sizes.png
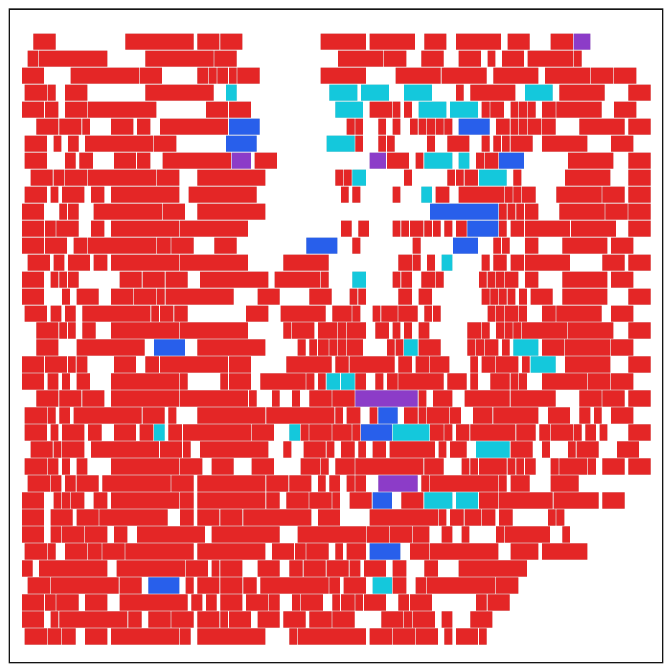
layer_met1.png
Supply wires on this layer in gray.
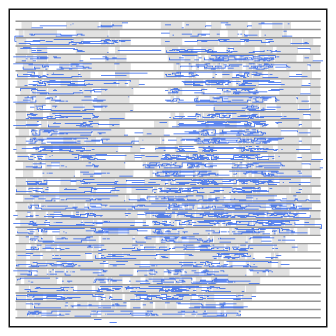
clocks.png
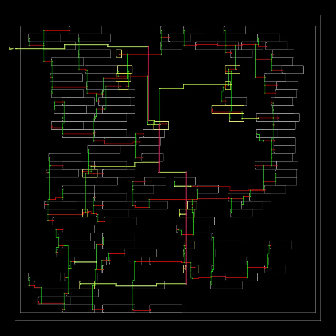
clk_routes.png
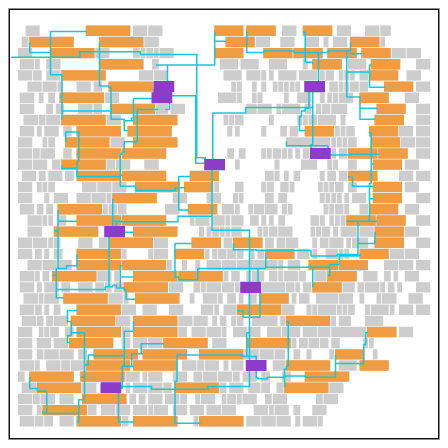
placement_by_type.png
Bar = 20 um.
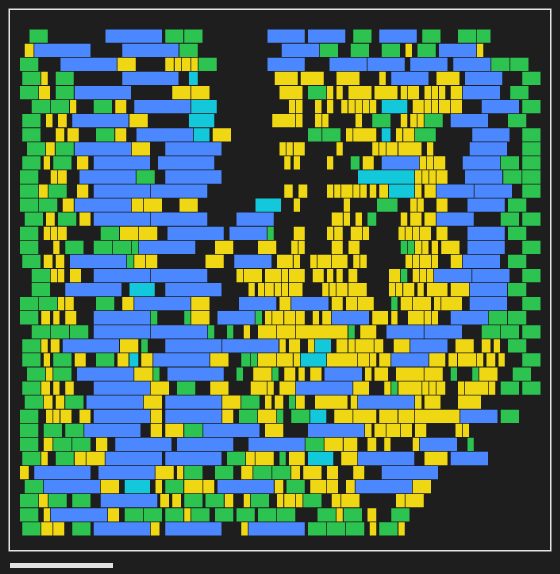
## config.mk

```make
export PLATFORM = sky130hd
export DESIGN_NAME = rf_write_arbiter
export DESIGN_NICKNAME = d
export VERILOG_FILES = /design/src/rtl/rf_write_arbiter_pkg.sv /design/src/rtl/rf_wr_fifo.sv /design/src/rtl/rf_write_arbiter.sv
export SDC_FILE = /design/constraint.sdc
export NUM_CORES = 1
export LEC_CHECK = 0
export CORE_MARGIN = 1.5
export CORE_UTILIZATION = 52
export CTS_CLUSTER_SIZE = 10
export DETAILED_ROUTE_END_ITERATION = 10
export GPL_TIMING_DRIVEN = 0
export PLACE_DENSITY = 0.91
export RECOVER_POWER = 50
export SETUP_SLACK_MARGIN = 0.02
export SLEW_MARGIN = 20
export SYNTH_ARGS = -nofsm -noshare
export SYNTH_HDL_FRONTEND = slang
export SYNTH_SLANG_ARGS = --single-unit
```

## constraint.sdc

```tcl
create_clock -name clk -period 5 [get_ports clk]
set_input_delay 0.75 -clock clk [delete_from_list [all_inputs] [get_ports clk]]
set_output_delay 0.75 -clock clk [all_outputs]
set_load 0.005 [all_outputs]
```

## src/rtl/rf_write_arbiter_pkg.sv

```systemverilog
// Shared pipeline definitions for the register-file write path.
// The write-port bundle is used by WB, the write arbiter and the register file.
package rf_write_arbiter_pkg;

  localparam int AW   = 5;
  localparam int DW   = 32;
  localparam int NREG = 32;

  typedef struct packed {
    logic          we;
    logic [AW-1:0] wn;
    logic [DW-1:0] d;
  } rf_wr_t;

endpackage

```

## src/rtl/rf_wr_fifo.sv

```systemverilog
// Queue of long-latency results.
// Each entry carries a kill bit so a newer WB write can squash it in place.
module rf_wr_fifo #(
  parameter int DEPTH = 2,
  parameter int AW    = 5,
  parameter int DW    = 32
) (
  input  logic                         clk,
  input  logic                         clr,
  input  logic                         i_push,
  input  logic [AW-1:0]                i_push_wn,
  input  logic [DW-1:0]                i_push_d,
  input  logic                         i_pop,
  input  logic                         i_kill_en,
  input  logic [AW-1:0]                i_kill_wn,
  output logic [$clog2(DEPTH):0]       o_count,
  output logic [AW-1:0]                o_head_wn,
  output logic [DW-1:0]                o_head_d,
  output logic                         o_head_kill,
  output logic [DEPTH-1:0]             o_live_nxt,
  output logic [DEPTH-1:0][AW-1:0]     o_wn_nxt
);

  localparam int PW = $clog2(DEPTH);
  localparam int CW = PW + 1;

  logic [DEPTH-1:0][AW-1:0] r_wn;
  logic [DW-1:0]            r_d [DEPTH];
  logic [DEPTH-1:0]         r_kill;
  logic [PW-1:0]            r_rd_ptr;
  logic [PW-1:0]            r_wr_ptr;
  logic [CW-1:0]            r_count;

  logic [DEPTH-1:0][AW-1:0] w_wn_nxt;
  logic [DW-1:0]            w_d_nxt [DEPTH];
  logic [DEPTH-1:0]         w_kill_nxt;
  logic [DEPTH-1:0]         w_live_nxt;
  logic [PW-1:0]            w_rd_nxt;
  logic [PW-1:0]            w_wr_nxt;
  logic [CW-1:0]            w_cnt_nxt;
  logic                     w_hit;

  // Slot idx holds a queued entry when its distance from the read pointer is below the count.
  function automatic logic slot_used(input logic [PW-1:0] idx,
                                     input logic [PW-1:0] rd,
                                     input logic [CW-1:0] cnt);
    logic [PW-1:0] off;
    off = idx - rd;
    return ({1'b0, off} < cnt);
  endfunction

  // Next-state for pointers, entries and kill bits, plus the post-edge live mask.
  always_comb begin
    w_rd_nxt   = r_rd_ptr + PW'(i_pop);
    w_wr_nxt   = r_wr_ptr + PW'(i_push);
    w_cnt_nxt  = r_count + CW'(i_push) - CW'(i_pop);
    w_wn_nxt   = r_wn;
    w_kill_nxt = r_kill;
    w_live_nxt = '0;
    w_hit      = 1'b0;
    for (int i = 0; i < DEPTH; i++) begin
      w_d_nxt[i] = r_d[i];
      w_hit = i_kill_en && slot_used(PW'(i), r_rd_ptr, r_count) && (r_wn[i] == i_kill_wn);
      // A same-cycle push is younger than the WB write, so it is never killed.
      if (i_push && (PW'(i) == r_wr_ptr)) begin
        w_wn_nxt[i]   = i_push_wn;
        w_d_nxt[i]    = i_push_d;
        w_kill_nxt[i] = 1'b0;
      end else begin
        w_kill_nxt[i] = r_kill[i] | w_hit;
      end
      w_live_nxt[i] = slot_used(PW'(i), w_rd_nxt, w_cnt_nxt) && !w_kill_nxt[i];
    end
  end

  // FIFO state registers.
  always_ff @(posedge clk) begin
    if (clr) begin
      r_rd_ptr <= '0;
      r_wr_ptr <= '0;
      r_count  <= '0;
      r_kill   <= '0;
      r_wn     <= '0;
      for (int i = 0; i < DEPTH; i++) r_d[i] <= '0;
    end else begin
      r_rd_ptr <= w_rd_nxt;
      r_wr_ptr <= w_wr_nxt;
      r_count  <= w_cnt_nxt;
      r_kill   <= w_kill_nxt;
      r_wn     <= w_wn_nxt;
      for (int i = 0; i < DEPTH; i++) r_d[i] <= w_d_nxt[i];
    end
  end

  assign o_count     = r_count;
  assign o_head_wn   = r_wn[r_rd_ptr];
  assign o_head_d    = r_d[r_rd_ptr];
  assign o_head_kill = r_kill[r_rd_ptr];
  assign o_live_nxt  = w_live_nxt;
  assign o_wn_nxt    = w_wn_nxt;

endmodule

```

## src/rtl/rf_write_arbiter.sv

```systemverilog
// Register-file write-port arbiter: WB has absolute priority, long-latency results
// drain from a small FIFO into idle cycles, and pend_mask flags their destinations.
module rf_write_arbiter #(
  parameter int DEPTH = 2,
  parameter int AW    = rf_write_arbiter_pkg::AW,
  parameter int DW    = rf_write_arbiter_pkg::DW
) (
  input  logic                 clk,
  input  logic                 clr,
  input  logic                 wb_we,
  input  logic [AW-1:0]        wb_wn,
  input  logic [DW-1:0]        wb_d,
  input  logic                 lu_valid,
  input  logic [AW-1:0]        lu_wn,
  input  logic [DW-1:0]        lu_d,
  output logic                 lu_ready,
  output logic                 we,
  output logic [AW-1:0]        wn,
  output logic [DW-1:0]        d,
  output logic [(1<<AW)-1:0]   pend_mask
);

  import rf_write_arbiter_pkg::*;

  localparam int CW = $clog2(DEPTH) + 1;

  logic                     w_wb_wr;
  logic                     w_lu_ready;
  logic                     w_push;
  logic                     w_pop;
  logic                     w_head_live;
  logic                     w_kill_en;
  logic [CW-1:0]            w_count;
  logic [AW-1:0]            w_head_wn;
  logic [DW-1:0]            w_head_d;
  logic                     w_head_kill;
  logic [DEPTH-1:0]         w_live_nxt;
  logic [DEPTH-1:0][AW-1:0] w_wn_nxt;
  logic [(1<<AW)-1:0]       w_pend_nxt;
  logic [(1<<AW)-1:0]       r_pend_mask;
  rf_wr_t                   w_sel;

  rf_wr_fifo #(
    .DEPTH (DEPTH),
    .AW    (AW),
    .DW    (DW)
  ) u_fifo (
    .clk         (clk),
    .clr         (clr),
    .i_push      (w_push),
    .i_push_wn   (lu_wn),
    .i_push_d    (lu_d),
    .i_pop       (w_pop),
    .i_kill_en   (w_kill_en),
    .i_kill_wn   (wb_wn),
    .o_count     (w_count),
    .o_head_wn   (w_head_wn),
    .o_head_d    (w_head_d),
    .o_head_kill (w_head_kill),
    .o_live_nxt  (w_live_nxt),
    .o_wn_nxt    (w_wn_nxt)
  );

  // Handshake, pop decision and write-port select; register 0 never counts as a write.
  always_comb begin
    w_wb_wr     = wb_we && (wb_wn != '0);
    w_lu_ready  = !clr && (w_count != CW'(DEPTH));
    w_push      = lu_valid && w_lu_ready && (lu_wn != '0);
    w_head_live = (w_count != '0) && !w_head_kill;
    // Killed heads leave even under WB traffic; live heads only in idle cycles.
    w_pop       = !clr && (w_count != '0) && (w_head_kill || !w_wb_wr);
    w_kill_en   = !clr && w_wb_wr;
    w_sel       = '0;
    if (clr) begin
      w_sel = '0;
    end else if (w_wb_wr) begin
      w_sel.we = 1'b1;
      w_sel.wn = wb_wn;
      w_sel.d  = wb_d;
    end else if (w_head_live) begin
      w_sel.we = 1'b1;
      w_sel.wn = w_head_wn;
      w_sel.d  = w_head_d;
    end else begin
      w_sel = '0;
    end
  end

  // Decode post-edge live entries into a per-register pending mask.
  always_comb begin
    w_pend_nxt = '0;
    for (int i = 0; i < DEPTH; i++) begin
      if (w_live_nxt[i]) begin
        w_pend_nxt[w_wn_nxt[i]] = 1'b1;
      end else begin
        w_pend_nxt = w_pend_nxt;
      end
    end
    w_pend_nxt[0] = 1'b0;
  end

  // Pending-write mask register.
  always_ff @(posedge clk) begin
    if (clr) begin
      r_pend_mask <= '0;
    end else begin
      r_pend_mask <= w_pend_nxt;
    end
  end

  assign lu_ready  = w_lu_ready;
  assign we        = w_sel.we;
  assign wn        = w_sel.wn;
  assign d         = w_sel.d;
  assign pend_mask = r_pend_mask;

endmodule

```

==> results.yml <==
# synthesis and place-and-route metrics
cts:
  tritoncts_num_sinks: 111
  clkSlewWorstSetupHoldPaths_ns: 0.10
  tritoncts.num_buffers: 9
  htree_num_levels: 3
  cts_resized: 0
  cts_root_buffer: "sky130_fd_sc_hd__clkbuf_8"
  cts_post_setup_buffers_inserted: 0
  cts_max_path_buffers: 2
floorplanning:
  placeableCoreArea_mm2: 0.00986
  die_w_um: 104
  fp.dieH_um: 104
  floorplan.tapcells: 133
  floorplanUtilization: 0.541
  design.die.area_mm2: 0.0109
  fp-row-count: 36
  io_pins: 149
pwr:
  worst_vdd_rail_ir_drop_mv: 0.181
  pg_comb_mw: 0.557
  design_power_total_mw: 2.15
  power.density_cell_area_mw_per_mm2: 301
  switching_power_as_a_share_of_total_power: 0.301
  p_seq_frac: 0.490
  internal_power_mw: 1.50
  power_sequential_mw: 1.05
  comb_power_share: 0.259
  power-top-group: "registers"
min_path:
  timing.hold.worst.start: "u_fifo.r_wr_ptr$_SDFF_PP0_"
  depth_of_the_worst_hold_timing_path: 3
  hp-class: "flip-flop to flip-flop"
yosys:
  yosysCellCount: 518
  yosys.cell_types.count: 48
  synth_seq_share: 0.536
  syn-instance-count: 518
  yosysChipArea_mm2: 0.00534
  netlist.area_leader.share: 0.360
  synthTopCellsByArea: "sky130_fd_sc_hd__edfxtp_1 (36%), sky130_fd_sc_hd__dfxtp_1 (18%), sky130_fd_sc_hd__mux2i_1 (8.8%)"
  netlist_area_mm2: 0.00534
  synth.top_cells.by_count: "sky130_fd_sc_hd__nand2_1 (92), sky130_fd_sc_hd__edfxtp_1 (64), sky130_fd_sc_hd__dfxtp_1 (47), sky130_fd_sc_hd__mux2i_1 (47), sky130_fd_sc_hd__nor2_1 (43)"
  synth_nets: 600
  synthMostInstantiatedCell: "sky130_fd_sc_hd__nand2_1"
  enable_flop_cells: 64
  yosysWarnings: 0
  xor_share: 0.0225
  postSynth.asyncResetShare: 0
  synth.area.mux_share: 0.0923
  synth.avg_cell_area_um2: 10.3
  synthAoiAreaFrac: 0.133
  ys_top_logic_family: "simple AND/OR/NAND/NOR gates"
  flop_cell: "sky130_fd_sc_hd__edfxtp_1"
global_routing:
  globalRouteTotalUtil: 0.266
  antenna_found_initial: 0
  grt_util_met2: 0.438
  pin_count_of_the_biggest_net_entering_global_routing: 34
  number_of_global_route_vias_before_repair: 4561
  grt_first_pass_wirelength_um: 22400
  grt_remaining_overflow: 0
  grt.busiest_layer: "met2"
setup_path:
  timing.critical_path.required_ns: 4.25
  number_of_stages_on_the_worst_setup_path: 7
  worst_r2r_path_depth: 12
  crit-reg2reg-capture: "pend_mask[31]$_SDFF_PP0_"
  critical_path_buf_inv_count: 3
  worstSetupPathType: "input port to output port"
  cp_cell_sequence: "dlygate4sd3_1 > or4_1 > o21ai_2 > nand3_1 > clkbuf_1 > o21ai_0 > clkdlybuf4s50_1"
  critical_path_arrival_ns: 3.84
  slowest_delay_ns: 0.69
  crit_path_max_fanout: 10
  startpoint_type: "input port"
  startpoint: "wb_wn[1]"
  worst_path_max_delay_cell: "sky130_fd_sc_hd__or4_1"
  critPathCapture: "d[12]"
  crit_path_end_kind: "output port"
  setup.reg_to_reg.worst_slack_ns: 1.33
  crit-reg2reg-launch: "u_fifo.r_rd_ptr$_SDFF_PP0_"
  worst_path_dominant_cell_family: "buffers and inverters"
layout:
  finish.cell_count_without_fillers: 812
  clock_area_frac: 0.0273
  post_route_cells_drive_above_1_share: 0.0692
  antenna_cells_inserted: 0
  flop_area_mm2: 0.00286
  number_of_flip_flops_in_the_largest_register: 64
  inv_count: 16
  comb_area_frac: 0.317
  final_util: 0.724
  seq_area_frac: 0.401
  mostFrequentLayoutCells: "sky130_fd_sc_hd__clkdlybuf4s50_1 (111), sky130_fd_sc_hd__nand2_1 (92), sky130_fd_sc_hd__edfxtp_1 (64), sky130_fd_sc_hd__mux2i_1 (47), sky130_fd_sc_hd__dfxtp_1 (47)"
  max_flop_register: "u_fifo.r_d"
  largest_cell_class: "sequential cells"
  mostFrequentLayoutCell: "sky130_fd_sc_hd__clkdlybuf4s50_1"
  finish.net_count: 756
  layout.area.comb_mm2: 0.00226
timing:
  rsz_0062_raised_after_global_routing: "false"
  setup_violations: 0
  final.setup.tns_ns: 0
  post-route-period-util: 0.918
  finalMaxSlewViolations: 34
  layout_min_cycle_time_ns: 4.59
  max-slew-margin-rel: -0.00998
  number_of_hold_violations_in_the_final_report: 0
  fmaxAchievable_mhz: 218
  worst-slew-pin-transition_ns: 1.51
place:
  post-place-ws_ns: 0.653
  portBuffers: 145
  dp_cells: 796
  place_congestion: 0.907
  area_after_dpl_mm2: 0.00696
  detailed_place_hpwl_um: 10700
detailed_routing:
  drt-vias-per-instance: 5.64
  drcViolationCount: 0
  top_layer_used_by_detailed_routing: "met4"
  detailroute.wirelength.met3_um: 1380
  drt_first_pass_iters: 5
  ant_nets: 0
  drt-wirelength-per-cell_um: 17.4
  drt-met1-wl_um: 5670
  number_of_violations_reported_at_the_end_of_detailed_routing_iteration_0: 275
  wl_met2_um: 6730
job:
  max-cap-violations: 1
  warnings: 27
outcome:
  status: "finished, violations left"
  violations_in_the_final_reports: "capacitance limit, slew limit"
Notes on sizes.png above:
color	size	cells	share	most used
blue	_6 and larger	14	2.1%	clkbuf_8
red	_0 and _1 cells	632	93%	clkdlybuf4s50_1
cyan	_2 cells	28	4.1%	o22ai_2
purple	_3 and _4 cells	5	0.74%	buf_4
Layout area overhead: 33.8%
number of non-clock buffers: 177
post-route design area: 0.00714 mm^2

Notes on layer_met1.png above:
main direction	horizontal
wire length on this layer	5670 um
share of all routed wire	40%
final WL: 14200 um
total via count after detailed routing: 4579
met1 GRT Util: 0.329

Notes on clocks.png above:
Skew-Pair Late Insertion Delay: 0.38 ns
# clk buffers: 9
number of sequential cells in the layout: 111

Notes on clk_routes.png above:
[orange] flip-flops | count: 111
[purple] clock drivers | count: 9
[cyan] clock wires | length: 1200 um
flops lie	widely spread
routed clock nets	10
Clock net power: 0.539 mW
post-route clock skew: 0.00732 ns
part of the power in the clock network: 0.251

Notes on placement_by_type.png above:
color	class	cells
blue	sequential cells	111
cyan	clock drivers and dummy loads	16
yellow	combinational and other logic	375
green	remaining buffers and delay cells	177

No activity file was given, so power comes from the tool's default toggle rates.
